Local utilization:
(4 px per um) 7 x 8 tiles, from black (low) to pale yellow (high), 0 to 100% covered.
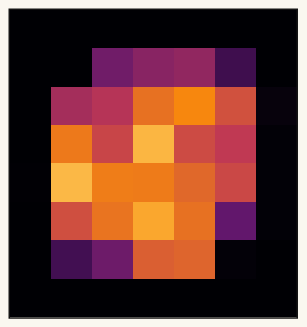
Clock routing:
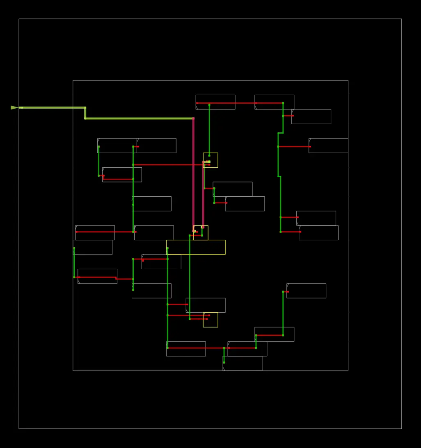
Routed metal, one color a layer:
(4 px per um)
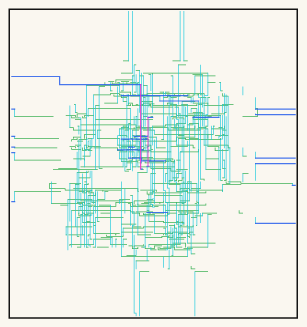
--- config.mk ---
export PLATFORM = sky130hd
export DESIGN_NAME = key_sequencer
export DESIGN_NICKNAME = d
export VERILOG_FILES = /design/src/rtl/key_seq_pkg.sv /design/src/rtl/key_seq_timer.sv /design/src/rtl/key_sequencer.sv
export SDC_FILE = /design/constraint.sdc
export NUM_CORES = 1
export LEC_CHECK = 0
export CORE_ASPECT_RATIO = 1.1
export CORE_MARGIN = 10
export CORE_UTILIZATION = 45
export CTS_CLUSTER_DIAMETER = 80
export DETAILED_ROUTE_END_ITERATION = 10
export PLACE_DENSITY_LB_ADDON = 0.2
export SLEW_MARGIN = 20
export SYNTH_ARGS = -nofsm -noshare
export SYNTH_HDL_FRONTEND = slang
export SYNTH_HIERARCHICAL = 1
export SYNTH_SLANG_ARGS = --single-unit
--- constraint.sdc ---
create_clock -name clk -period 2.2 [get_ports clk]
set_input_delay 0.33 -clock clk [delete_from_list [all_inputs] [get_ports clk]]
set_output_delay 0.33 -clock clk [all_outputs]
set_load 0.01 [all_outputs]
--- src/rtl/key_seq_pkg.sv ---
// Shared constants, state encoding and helpers for the key sequencer.
package key_seq_pkg;

  localparam int unsigned KEY_W  = 4;
  localparam int unsigned CODE_W = 8;
  localparam int unsigned STEP_W = 2;

  localparam int unsigned DEF_CODE_LEN    = 4;
  localparam int unsigned DEF_HOLD_CYCLES = 2;
  localparam int unsigned DEF_GAP_CYCLES  = 1;
  localparam int unsigned DEF_TIMEOUT     = 8;

  localparam logic [2:0] ST_IDLE    = 3'd0;
  localparam logic [2:0] ST_PRESS   = 3'd1;
  localparam logic [2:0] ST_RELEASE = 3'd2;
  localparam logic [2:0] ST_WAIT    = 3'd3;
  localparam logic [2:0] ST_DONE    = 3'd4;

  typedef enum logic [2:0] {
    IDLE        = ST_IDLE,
    PRESS       = ST_PRESS,
    RELEASE     = ST_RELEASE,
    WAIT_UNLOCK = ST_WAIT,
    DONE        = ST_DONE
  } state_e;

  // Largest of three phase lengths, used to size the shared counter.
  function automatic int unsigned max3(input int unsigned a, input int unsigned b,
                                       input int unsigned c);
    int unsigned m;
    m = (a > b) ? a : b;
    return (m > c) ? m : c;
  endfunction

  // One-hot key for a given step of a packed 2-bit-per-step code.
  function automatic logic [KEY_W-1:0] key_onehot(input logic [CODE_W-1:0] code,
                                                  input logic [STEP_W-1:0] step);
    logic [1:0] idx;
    idx = code[{step, 1'b0} +: 2];
    return KEY_W'(1) << idx;
  endfunction

endpackage

--- src/rtl/key_seq_timer.sv ---
// Reloadable down-counter; expired_o is high while the count sits at zero.
module key_seq_timer #(
  parameter int unsigned W = 3
) (
  input  logic         clk,
  input  logic         reset,
  input  logic         load_i,
  input  logic [W-1:0] value_i,
  output logic         expired_o
);

  logic [W-1:0] cnt_q, cnt_d;
  logic         expired_q;

  // Next count: reload wins, otherwise count down and stick at zero.
  always_comb begin
    cnt_d = cnt_q;
    if (load_i) begin
      cnt_d = value_i;
    end else if (cnt_q != '0) begin
      cnt_d = cnt_q - W'(1);
    end
  end

  // Count register with expiry flag registered alongside it.
  always_ff @(posedge clk) begin
    if (reset) begin
      cnt_q     <= '0;
      expired_q <= 1'b1;
    end else begin
      cnt_q     <= cnt_d;
      expired_q <= (cnt_d == '0);
    end
  end

  assign expired_o = expired_q;

endmodule

--- src/rtl/key_sequencer.sv ---
// Drives a code into a keypad lock one key at a time, then waits for unlock.
// Optional macro KEY_SEQUENCER_PROGRESS_CHECK_EN: abort early when the lock's
// progress bit for the current step is low at the end of its release gap.
module key_sequencer
  import key_seq_pkg::*;
#(
  parameter int unsigned CODE_LEN    = DEF_CODE_LEN,
  parameter int unsigned HOLD_CYCLES = DEF_HOLD_CYCLES,
  parameter int unsigned GAP_CYCLES  = DEF_GAP_CYCLES,
  parameter int unsigned TIMEOUT     = DEF_TIMEOUT
) (
  input  logic              clk,
  input  logic              reset,
  input  logic              start,
  input  logic [CODE_W-1:0] code,
  output logic [KEY_W-1:0]  keys,
  input  logic              unlock,
  input  logic [KEY_W-1:0]  progress,
  output logic              busy,
  output logic              done,
  output logic              success
);

  localparam int unsigned CNT_MAX = max3(HOLD_CYCLES, GAP_CYCLES, TIMEOUT);
  localparam int unsigned CNT_W   = (CNT_MAX > 1) ? $clog2(CNT_MAX) : 1;

  state_e              state_q, state_d;
  logic [CODE_W-1:0]   code_q, code_d;
  logic [STEP_W-1:0]   step_q, step_d;
  logic                success_q, success_d;
  logic [KEY_W-1:0]    keys_q;
  logic                busy_q, done_q;
  logic                tmr_load;
  logic [CNT_W-1:0]    tmr_value;
  logic                tmr_expired;

`ifndef KEY_SEQUENCER_PROGRESS_CHECK_EN
  logic progress_unused;
  assign progress_unused = ^progress;
`endif

  key_seq_timer #(.W(CNT_W)) u_timer (
    .clk       (clk),
    .reset     (reset),
    .load_i    (tmr_load),
    .value_i   (tmr_value),
    .expired_o (tmr_expired)
  );

  // Next-state, latched code/step/result, and counter reload on state entry.
  always_comb begin
    state_d   = state_q;
    code_d    = code_q;
    step_d    = step_q;
    success_d = success_q;
    tmr_load  = 1'b0;
    tmr_value = '0;

    unique case (state_q)
      IDLE: begin
        if (start) begin
          state_d   = PRESS;
          code_d    = code;
          step_d    = '0;
          success_d = 1'b0;
        end
      end
      PRESS: begin
        if (tmr_expired) begin
          state_d = RELEASE;
        end
      end
      RELEASE: begin
        if (tmr_expired) begin
`ifdef KEY_SEQUENCER_PROGRESS_CHECK_EN
          if (!progress[step_q]) begin
            state_d   = DONE;
            success_d = 1'b0;
          end else
`endif
          if (32'(step_q) < CODE_LEN - 1) begin
            state_d = PRESS;
            step_d  = step_q + STEP_W'(1);
          end else begin
            state_d = WAIT_UNLOCK;
          end
        end
      end
      WAIT_UNLOCK: begin
        if (unlock) begin
          state_d   = DONE;
          success_d = 1'b1;
        end else if (tmr_expired) begin
          state_d   = DONE;
          success_d = 1'b0;
        end
      end
      DONE: begin
        state_d = IDLE;
      end
      default: begin
        state_d = IDLE;
      end
    endcase

    tmr_load = (state_d != state_q);
    case (state_d)
      PRESS:       tmr_value = CNT_W'(HOLD_CYCLES - 1);
      RELEASE:     tmr_value = CNT_W'(GAP_CYCLES - 1);
      WAIT_UNLOCK: tmr_value = CNT_W'(TIMEOUT - 1);
      default:     tmr_value = '0;
    endcase
  end

  // State and registered outputs, computed from the next state so they align.
  always_ff @(posedge clk) begin
    if (reset) begin
      state_q   <= IDLE;
      code_q    <= '0;
      step_q    <= '0;
      success_q <= 1'b0;
      keys_q    <= '0;
      busy_q    <= 1'b0;
      done_q    <= 1'b0;
    end else begin
      state_q   <= state_d;
      code_q    <= code_d;
      step_q    <= step_d;
      success_q <= success_d;
      keys_q    <= (state_d == PRESS) ? key_onehot(code_d, step_d) : '0;
      busy_q    <= (state_d != IDLE);
      done_q    <= (state_d == DONE);
    end
  end

  assign keys    = keys_q;
  assign busy    = busy_q;
  assign done    = done_q;
  assign success = success_q;

endmodule

==> out/qor.yml <==
status: "complete, no violations"
grt_usage_pct: 10.9
cp_num_cells: 6
critPathArrivalTime_ns: 2.21
p_sw_share_pct: 37.1
seq_share_pct: 30.7
crit_fanout: 12
n_all_inverters: 7
fin_crit_ns: 1.96
cts_tree: "built"
yosys.stat.chipArea_sq_um: 1320
p_leak_nw: 0.568
die_h_um: 76.8
cp_slowest_cell: "dfxtp_1"
cpMostUsedCell: "nor2b_1"
synth_top_cell_by_count: "nand2_1"
avgSynthCellArea_sq_um: 8.25
dr.pass1.iters: 5
tightest_slew_ns: 0.534
mux_area_share_pct: 0
cts_htree_levels: 1
post_cts_resized: 0
nClkBuffers: 3
logic_family: "simple AND/OR/NAND/NOR gates"
numCtsBuffers: 3
top_cells_by_count: "nand2_1 (29), dfxtp_1 (24), a21oi_1 (17)"
area_leaders: "dfxtp_1 (36%), nand2_1 (8.2%), a21oi_1 (6.4%), nand2b_1 (6.2%), o31ai_1 (4.0%)"
tns_ns: 0
criticalPathCategory: "reg -> reg"
dp_hpwl_mm: 2.22
## Picture notes: 'local utilization'
- densest ninth of the die: center
- tiles over 75% full: 5.4%
- nearly empty tiles: 50%
- mean over tiles: 28%
- fullest tile: 85%
Initial Util: 47.1%
Core Util, Final: 55.8%
core area: 2800 sq um

## Picture notes: 'clock routing'
clk sinks: 24
clk_lat worst skew: 0.32 ns
Seq Cell Count: 24

## Picture notes: 'routed metal, one color a layer'
- metal 2: cyan (wire length 1470 um)
- metal 3: blue (wire length 155 um)
- metal 4: magenta (wire length 33.3 um)
- metal 1: green (wire length 1280 um)

final timing paths:
check / start / end / slack, ns
max reg2reg: state_q[1]$_SDFF_PP0_ / u_timer/expired_o$_SDFF_PP1_ / 0.24
max: state_q[1]$_SDFF_PP0_ / u_timer/expired_o$_SDFF_PP1_ / 0.24
min: code_q[0]$_SDFF_PP0_ / code_q[0]$_SDFF_PP0_ / 0.47
min reg2reg: code_q[0]$_SDFF_PP0_ / code_q[0]$_SDFF_PP0_ / 0.47
stage by stage:
step	worst slack, ns	total power [mW]	std cells
after global placement	0.0698	1.25	206
after global routing	0.0759	1.72	210
final	0.237	1.60	210
after detailed placement	0.0189	1.28	206
after floorplan	0.584	1.12	160
after CTS	0.258	1.61	210
No activity file was given, so power comes from the tool's default toggle rates.
